===== src/rtl/alu_seq_pkg.sv =====
// Shared types and constants for the ALU command sequencer.
// Holds widths, FSM state encoding, FunSel codes and the illegal-opcode decode.
package alu_seq_pkg;

  localparam int unsigned DataWidth   = 16;
  localparam int unsigned NumRegs     = 4;
  localparam int unsigned RegIdxWidth = 2;
  localparam int unsigned FunSelWidth = 5;
  localparam int unsigned FlagWidth   = 4;

  typedef enum logic [1:0] {
    StIdle,
    StIssue,
    StCapture
  } seq_state_e;

  localparam logic [FunSelWidth-1:0] FunPassA = 5'b00000;
  localparam logic [FunSelWidth-1:0] FunAdd   = 5'b00100;
  localparam logic [FunSelWidth-1:0] FunSub   = 5'b00110;
  localparam logic [FunSelWidth-1:0] FunSubB  = 5'b00111;
  localparam logic [FunSelWidth-1:0] FunIll0  = 5'b01110;
  localparam logic [FunSelWidth-1:0] FunIll1  = 5'b01111;
  localparam logic [FunSelWidth-1:0] FunIll2  = 5'b11110;
  localparam logic [FunSelWidth-1:0] FunIll3  = 5'b11111;

  // x1110 and x1111 are the unused FunSel codes.
  function automatic logic is_illegal_op(input logic [FunSelWidth-1:0] op);
    return op[3:1] == 3'b111;
  endfunction

endpackage


===== src/rtl/seq_regfile.sv =====
// 4x16 register file: two combinational read ports and one write port where the
// sequencer writeback overrides a direct load to the same entry.
module seq_regfile
  import alu_seq_pkg::*;
(
  input  logic                   Clock,
  input  logic                   Reset,
  input  logic [RegIdxWidth-1:0] RdSelA,
  input  logic [RegIdxWidth-1:0] RdSelB,
  output logic [DataWidth-1:0]   RdDataA,
  output logic [DataWidth-1:0]   RdDataB,
  input  logic                   WbEn,
  input  logic [RegIdxWidth-1:0] WbSel,
  input  logic [DataWidth-1:0]   WbData,
  input  logic                   LoadEn,
  input  logic [RegIdxWidth-1:0] LoadSel,
  input  logic [DataWidth-1:0]   LoadData
);

  logic [DataWidth-1:0] regs_q [NumRegs];

  always_ff @(posedge Clock) begin
    for (int i = 0; i < NumRegs; i++) begin
      if (Reset) begin
        regs_q[i] <= '0;
      end else if (WbEn && (WbSel == RegIdxWidth'(i))) begin
        regs_q[i] <= WbData;
      end else if (LoadEn && (LoadSel == RegIdxWidth'(i))) begin
        regs_q[i] <= LoadData;
      end
    end
  end

  assign RdDataA = regs_q[RdSelA];
  assign RdDataB = regs_q[RdSelB];

endmodule


===== src/rtl/alu_command_sequencer.sv =====
// Sequences one register-file command through an external ALU:
// IDLE (accept + operand snapshot) -> ISSUE -> CAPTURE (writeback) -> Done pulse.
module alu_command_sequencer
  import alu_seq_pkg::*;
(
  input  logic                   Clock,
  input  logic                   Reset,
  input  logic                   CmdValid,
  output logic                   CmdReady,
  input  logic [FunSelWidth-1:0] CmdOp,
  input  logic [RegIdxWidth-1:0] CmdDst,
  input  logic [RegIdxWidth-1:0] CmdSrcA,
  input  logic [RegIdxWidth-1:0] CmdSrcB,
  input  logic                   CmdSetFlags,
  input  logic                   LoadEn,
  input  logic [RegIdxWidth-1:0] LoadSel,
  input  logic [DataWidth-1:0]   LoadData,
  output logic [DataWidth-1:0]   ALUA,
  output logic [DataWidth-1:0]   ALUB,
  output logic [FunSelWidth-1:0] ALUFunSel,
  output logic                   ALUWF,
  input  logic [DataWidth-1:0]   ALUOut,
  input  logic [FlagWidth-1:0]   FlagsIn,
  output logic                   Done,
  output logic [DataWidth-1:0]   Result,
  output logic [FlagWidth-1:0]   FlagsSnap,
  output logic                   Error
);

  seq_state_e             state_q, state_d;
  logic [FunSelWidth-1:0] op_q;
  logic [RegIdxWidth-1:0] dst_q;
  logic                   setflags_q;
  logic [DataWidth-1:0]   opa_q, opb_q;
  logic [DataWidth-1:0]   rd_a, rd_b;
  logic [DataWidth-1:0]   result_q;
  logic [FlagWidth-1:0]   flags_q;
  logic                   done_q, error_q;
  logic                   accept, wb_en;

  assign accept = CmdValid && (state_q == StIdle);

  seq_regfile u_regfile (
    .Clock    (Clock),
    .Reset    (Reset),
    .RdSelA   (CmdSrcA),
    .RdSelB   (CmdSrcB),
    .RdDataA  (rd_a),
    .RdDataB  (rd_b),
    .WbEn     (wb_en),
    .WbSel    (dst_q),
    .WbData   (ALUOut),
    .LoadEn   (LoadEn),
    .LoadSel  (LoadSel),
    .LoadData (LoadData)
  );

  always_comb begin
    state_d   = state_q;
    CmdReady  = 1'b0;
    ALUA      = '0;
    ALUB      = '0;
    ALUFunSel = '0;
    ALUWF     = 1'b0;
    wb_en     = 1'b0;
    case (state_q)
      StIdle: begin
        CmdReady = 1'b1;
        // Illegal opcodes are consumed here and only raise Error.
        if (CmdValid && !is_illegal_op(CmdOp)) begin
          state_d = StIssue;
        end
      end
      StIssue: begin
        ALUA      = opa_q;
        ALUB      = opb_q;
        ALUFunSel = op_q;
        ALUWF     = setflags_q;
        state_d   = StCapture;
      end
      StCapture: begin
        ALUA      = opa_q;
        ALUB      = opb_q;
        ALUFunSel = op_q;
        wb_en     = 1'b1;
        state_d   = StIdle;
      end
      default: state_d = StIdle;
    endcase
  end

  always_ff @(posedge Clock) begin
    if (Reset) begin
      state_q    <= StIdle;
      op_q       <= '0;
      dst_q      <= '0;
      setflags_q <= 1'b0;
      opa_q      <= '0;
      opb_q      <= '0;
      result_q   <= '0;
      flags_q    <= '0;
      done_q     <= 1'b0;
      error_q    <= 1'b0;
    end else begin
      state_q <= state_d;
      done_q  <= (state_q == StCapture);
      error_q <= accept && is_illegal_op(CmdOp);
      if (accept) begin
        op_q       <= CmdOp;
        dst_q      <= CmdDst;
        setflags_q <= CmdSetFlags;
        opa_q      <= rd_a;
        opb_q      <= rd_b;
      end
      if (wb_en) begin
        result_q <= ALUOut;
        flags_q  <= FlagsIn;
      end
    end
  end

  assign Done      = done_q;
  assign Error     = error_q;
  assign Result    = result_q;
  assign FlagsSnap = flags_q;

endmodule


===== config.mk =====
export PLATFORM = sky130hd
export DESIGN_NAME = alu_command_sequencer
export DESIGN_NICKNAME = d
export VERILOG_FILES = /design/src/rtl/alu_seq_pkg.sv /design/src/rtl/seq_regfile.sv /design/src/rtl/alu_command_sequencer.sv
export SDC_FILE = /design/constraint.sdc
export NUM_CORES = 1
export LEC_CHECK = 0
export ABC_AREA = 1
export CAP_MARGIN = 0
export CELL_PAD_IN_SITES_DETAIL_PLACEMENT = 0
export CELL_PAD_IN_SITES_GLOBAL_PLACEMENT = 1
export CORE_MARGIN = 10
export CORE_UTILIZATION = 49
export CTS_CLUSTER_DIAMETER = 80
export CTS_CLUSTER_SIZE = 24
export DETAILED_ROUTE_END_ITERATION = 7
export DONT_BUFFER_PORTS = 1
export HOLD_SLACK_MARGIN = 0.08
export PLACE_DENSITY_LB_ADDON = 0.08
export SYNTH_ARGS = -nofsm -noshare
export SYNTH_HDL_FRONTEND = slang
export SYNTH_SLANG_ARGS = --single-unit
export TNS_END_PERCENT = 100

===== constraint.sdc =====
create_clock -name Clock -period 4.55 [get_ports Clock]
set_clock_uncertainty 0.15 [all_clocks]
set_input_delay 0.455 -clock Clock [delete_from_list [all_inputs] [get_ports Clock]]
set_output_delay 0.455 -clock Clock [all_outputs]
set_load 0.01 [all_outputs]

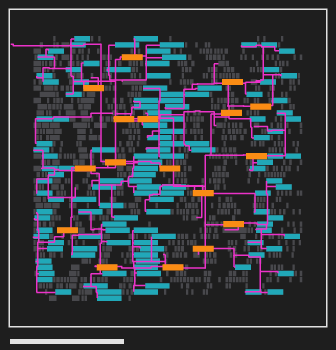
*Clock network drawn from the DEF, run 1*
Scale bar: 50 um.
legend:
  orange:
    item: clock-net drivers
    count: 17
  magenta:
    item: clock wires
    length: 1770 um
  cyan:
    item: flip-flops
    count: 128
flops lie: widely spread

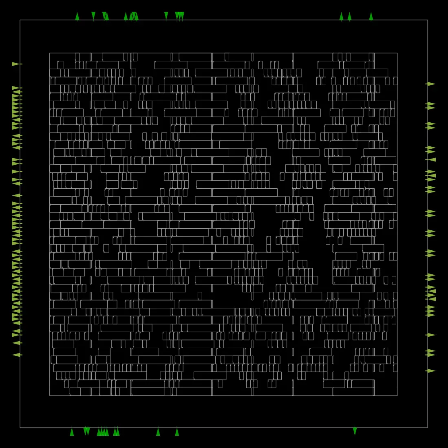
*Placement view, run 1*
final instance count without filler cells: 1169
Core Region: 0.0139 sq mm
FILL cells: 1329
Final Util: 56.3%

==> job_summary.md, run 1 <==
### Metrics collected by this job

| Metric | Value |
|---|---|
| Unrepaired setup endpoints after global routing | `no` |
| First-pass GRT wire length | `~32000 um` |
| Sw Ratio | `31.2%` |
| Place WS | `roughly 1.9 ns` |
| Most numerous logic cells after layout | `289 x nand2_1, 163 x inv_1, 120 x nor2_1` |
| Latency at later pin | `around 0.43 ns` |
| DRT Pass-1 Iters | `5` |
| Layout cells sized above 1 | `about 6.7%` |
| Leak pwr | `3.93 nW` |
| FF-to-FF End | `opb_q[4]$_SDFFE_PP0P_` |
| Post-route setup TNS | `0 ns` |
| CTS max path bufs | `2` |
| Pwr Total | `between 3 and 4 mW` |
| Area of the multi-input gates | `~0.0028 sq mm` |
| Largest net degree at the start of global routing | `39` |
| Synth mux share | `0%` |
| Synth Area in Compound Gates | `6.73%` |
| Top cell by count, worst path | `inv_1` |
| Final setup vio count | `0` |
| Number of synthesized register bits | `~130` |
| Post-cts sizing count | `0` |
| Cts hold-fix bufs | `31` |
| TritonCTS clock tree | `done` |
| Via/cell ratio | `5.19` |
| Die area | `roughly 0.019 sq mm` |
| Worst path required time | `~3.9 ns` |
| Register share of total power | `between 40% and 50%` |
| Post-synth top cells | `289 x nand2_1, 163 x inv_1, 120 x nor2_1, 115 x nand3_1` |
| Post-synth top area cell | `edfxtp_1` |
| Critical path's top delay family | `adder cells` |
| Initial antenna violation count | `0` |
| CTS Buf Count | `17` |
| Routing usage on met3 | `8.90%` |
| Most common reg cell | `edfxtp_1` |
| Main logic family | `simple AND/OR/NAND/NOR gates` |
| Top-count cell post-synth | `nand2_1` |
| Root Buffer | `clkbuf_16` |
| Multi-input combinational area share | `a little over a third` |
| I/O pins | `around 120` |
| Met2 Use GR | `27.4%` |
| Hold Fails Final Rpt | `0` |
| Via count | `between 6k and 7k` |
| Synth Cell Area | `about 0.007 sq mm` |
| Worst hold-check slack | `just under 0.09 ns` |
| Chip area line of the yosys report | `around 0.007 sq mm` |
| Outcome | `completed` |
| Met3 WL | `between 2000 and 2500 um` |
| Die X | `139 um` |
| Top class by area | `sequential cells` |
| Peak supply drop | `0.000323 V` |
| Setup bufs post-CTS | `0` |
| Nets | `slightly above 1k` |
| Tapcells | `about 180` |
| Comb gates | `628` |
| Combinational share of power | `18.7%` |
| Mean routed wirelength per cell | `roughly 17 um` |
| Switch Pwr | `1.07 mW` |
| R2r setup slk | `1.80 ns` |
| Routability cong. | `~0.85` |
| Buffers excl. clock | `36` |
| Number of placed cells counting well taps | `1104` |
| Area grow syn2layout | `12.5%` |
| H-Tree Level Count | `4` |
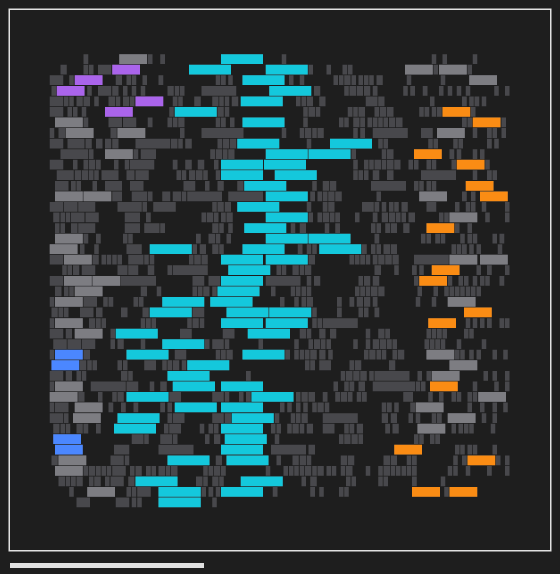
*Sequential cells coloured by netlist name, run 1*
Scale bar: 50 um. Other sequential cells in the stronger grey, the rest of the logic in the fainter grey.
legend:
  orange:
    name_in_the_netlist: `opa_q`
    sequential_cells: 16
  cyan:
    name_in_the_netlist: `u_regfile.regs_q`
    sequential_cells: 64
    where: a column down the middle
  purple:
    name_in_the_netlist: `op_q`
    sequential_cells: 5
    where: upper left
  blue:
    name_in_the_netlist: `FlagsSnap`
    sequential_cells: 4
    where: lower left
not coloured: 39
Seq group: 1.46 mW
Register Area: 0.00320 sq mm
Seq/total area: 41.0%

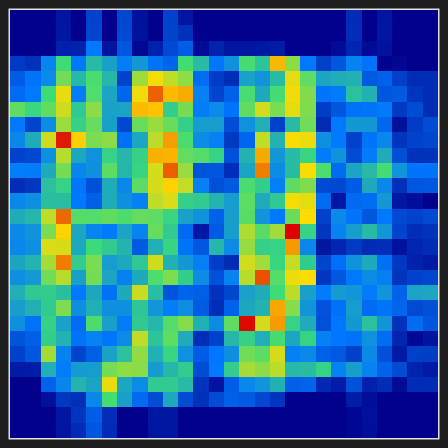
*Wire density map, run 1*
28 x 28 tiles, from dark blue (low) to red (high), scaled to the fullest tile. Values are wire area over tile area, all layers added.
tiles over half the peak: 19%
fullest tile: 0.59
nearly empty tiles: 14%
emptiest ninth of the die: lower right
mean over tiles: 0.17

### Cell sizes after repair, run 1

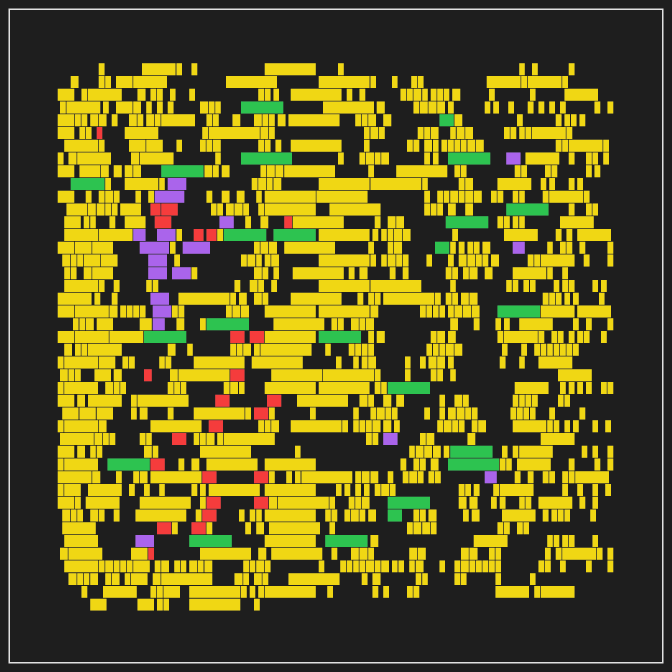

==> inputs of run 2 (changes only) <==
Settings changed: CORE_UTILIZATION 49 to 41.
Clock period 4.55 ns to 2.69 ns, I/O delays scaled along.
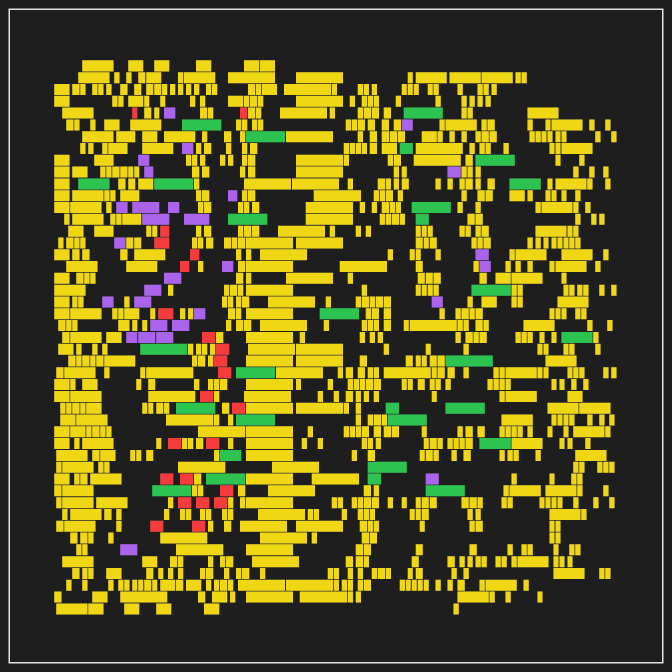
*Cell sizes after repair, run 2*
legend:
  red:
    size: x2
    cells: 23
  green:
    size: x6 and larger
    cells: 29
  purple:
    size: x3 and x4
    cells: 29
  yellow:
    size: x1 and smaller
    cells: 941

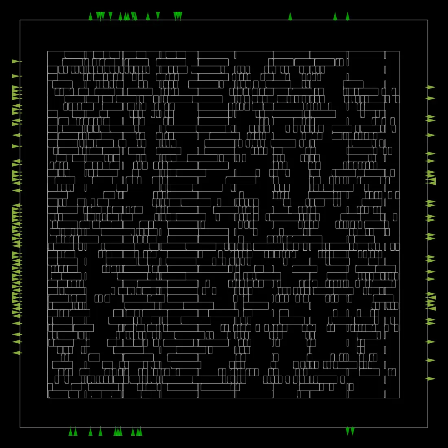
*Placement view, run 2*
Core Region: 0.0166 sq mm
Tapcells: 220
FILL cells: 1668
Seq cells: 128
final instance count without filler cells: 1242

==> job_summary.md, run 2 <==
### Metrics collected by this job

| Metric | Value |
|---|---|
| Initial antenna violation count | `0 (unchanged)` |
| Synth Cell Area | `0.00695 sq mm (unchanged)` |
| Register Area | `0.00320 sq mm (unchanged)` |
| EDFF count, synth | `64` |
| Worst path required time | `2.92 ns (-1.02 ns)` |
| Hold path endpoint | `opb_q[7]$_SDFFE_PP0P_` |
| Combinational share of power | `19.9% (+1.2 points)` |
| Max FFs per register | `64` |
| Max stage delay on crit path | `approximately 1.1 ns` |
| Mean routed wirelength per cell | `16.7 um (-1.9%)` |
| Clk sinks | `approximately 130` |
| Hold Fails Final Rpt | `0 (unchanged)` |
| Met3 WL | `1760 um (-19%)` |
| R2r setup slk | `0.21 ns (-1.59 ns)` |
| Detail Route Antenna Nets | `0` |
| Layout cells sized above 1 | `7.93% (+1.3 points)` |
| Seq/total area | `38.8% (-2.2 points)` |
| Pwr Total | `6.05 mW (+76%)` |
| Outcome | `completed` |
| Multi-input combinational area share | `34.4% (-1.9 points)` |
| TritonCTS clock tree | `done` |
| Synth mux share | `0% (unchanged)` |
| Final Util | `49.8% (-6.6 points)` |
| Highest net fanout along the worst path | `16` |
| Seq/Total Area, Yosys | `46.1%` |
| Syn_area_per_cell | `between 7 and 8 sq um` |
| Post-synth top cells | `289 x nand2_1, 163 x inv_1, 120 x nor2_1, 115 x nand3_1` |
| H-Tree Level Count | `4 (unchanged)` |
| Routed wire length | `between 20000 and 25000 um` |
| Final setup vio count | `0 (unchanged)` |
| Number of placed cells counting well taps | `1153 (+4.4%)` |
| Nets | `1069 (+3.2%)` |
| DR WL met2 | `approximately 8700 um` |
| Top cell by count, worst path | `dlygate4sd3_1` |
| Root Buffer | `clkbuf_16` |
| Switch Pwr | `1.90 mW (+77%)` |
| Hold Crit Depth | `5` |
| I/O pins | `115 (unchanged)` |
| Via count | `6140 (+1.3%)` |
| Met2 Use GR | `26.9% (-0.49 points)` |
| Fin area | `between 0.008 and 0.009 sq mm` |
| Number of synthesized register bits | `128 (unchanged)` |
| Most numerous logic cells after layout | `289 x nand2_1, 163 x inv_1, 120 x nor2_1` |
| Setup bufs post-CTS | `0 (unchanged)` |
| Worst r2r path cells | `8` |
| HP Class | `input pin to flop` |
| Chip area line of the yosys report | `0.00695 sq mm (unchanged)` |
| Post-cts sizing count | `0 (unchanged)` |
| Post-route setup TNS | `0 ns (unchanged)` |
| Vias in the first global route | `roughly 5.9k` |
| Routability cong. | `0.836 (-2.1%)` |
| Top-count cell post-synth | `nand2_1` |
| Synth Area in Compound Gates | `6.73% (unchanged)` |
| Largest net degree at the start of global routing | `41 (+5.1%)` |
| Final clock-cell share | `under 10%` |
| Peak supply drop | `0.000488 V (+51%)` |
| Area of the multi-input gates | `0.00284 sq mm (unchanged)` |
| Slew Viols, Final | `0` |
| Critical path's top delay family | `buffers and inverters` |
| Worst setup path category | `input pin to flop` |
| Nets at Floorplan | `approximately 1.0k` |
| Routing usage on met3 | `5.85% (-3.1 points)` |
| Sw Ratio | `31.4% (+0.20 points)` |
| Clock Pin Slew Worst Setup and Hold Paths | `0.06 ns` |
| Post-synth top area cell | `edfxtp_1` |
| Adder share | `~1.1%` |
| Place WS | `0.486 ns (-1.41 ns)` |
| Leak pwr | `4.10 nW (+4.4%)` |
| Die area | `0.0226 sq mm (+17%)` |
| DRT Pass-1 Iters | `5 (unchanged)` |
| Worst Hold Launch | `CmdSrcB[0]` |
| Buffers excl. clock | `69 (+92%)` |
| Tot GR Track Use | `approximately 18%` |
| Diodes inserted | `0` |
| Register share of total power | `40.8% (-1.7 points)` |
| Worst path depth | `7` |
| Top class by area | `sequential cells` |
| FF-to-FF End | `op_q[2]$_SDFFE_PP0P_` |
| Seq group | `2.47 mW (+69%)` |
| Via/cell ratio | `4.94 (-4.7%)` |
| Most common reg cell | `edfxtp_1` |
| DR iter-0 viols | `between 500 and 600` |
| First-pass GRT wire length | `32500 um (+2.1%)` |
| Area grow syn2layout | `18.7%` |
| Ys cells | `roughly 970` |
| Unrepaired setup endpoints after global routing | `no` |
| Worst hold-check slack | `0.0972 ns (+0.0105 ns)` |
| Main logic family | `simple AND/OR/NAND/NOR gates` |
| CTS max path bufs | `2 (unchanged)` |
| CTS Buf Count | `17 (unchanged)` |
| Comb gates | `628 (unchanged)` |
| Die X | `150 um (+8.0%)` |
| Cts hold-fix bufs | `57 (+84%)` |
| Largest Register | `u_regfile.regs_q` |
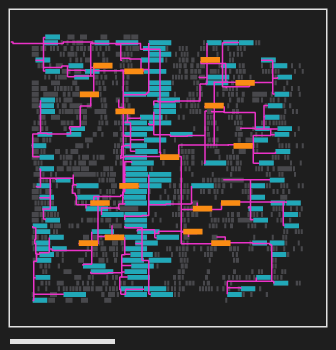
*Clock network drawn from the DEF, run 2*
Scale bar: 50 um.
Latency at later pin: 0.43 ns
clk pwr: 2.37 mW
Clk pwr share: 39.3%

Power and IR drop assume default switching activity.
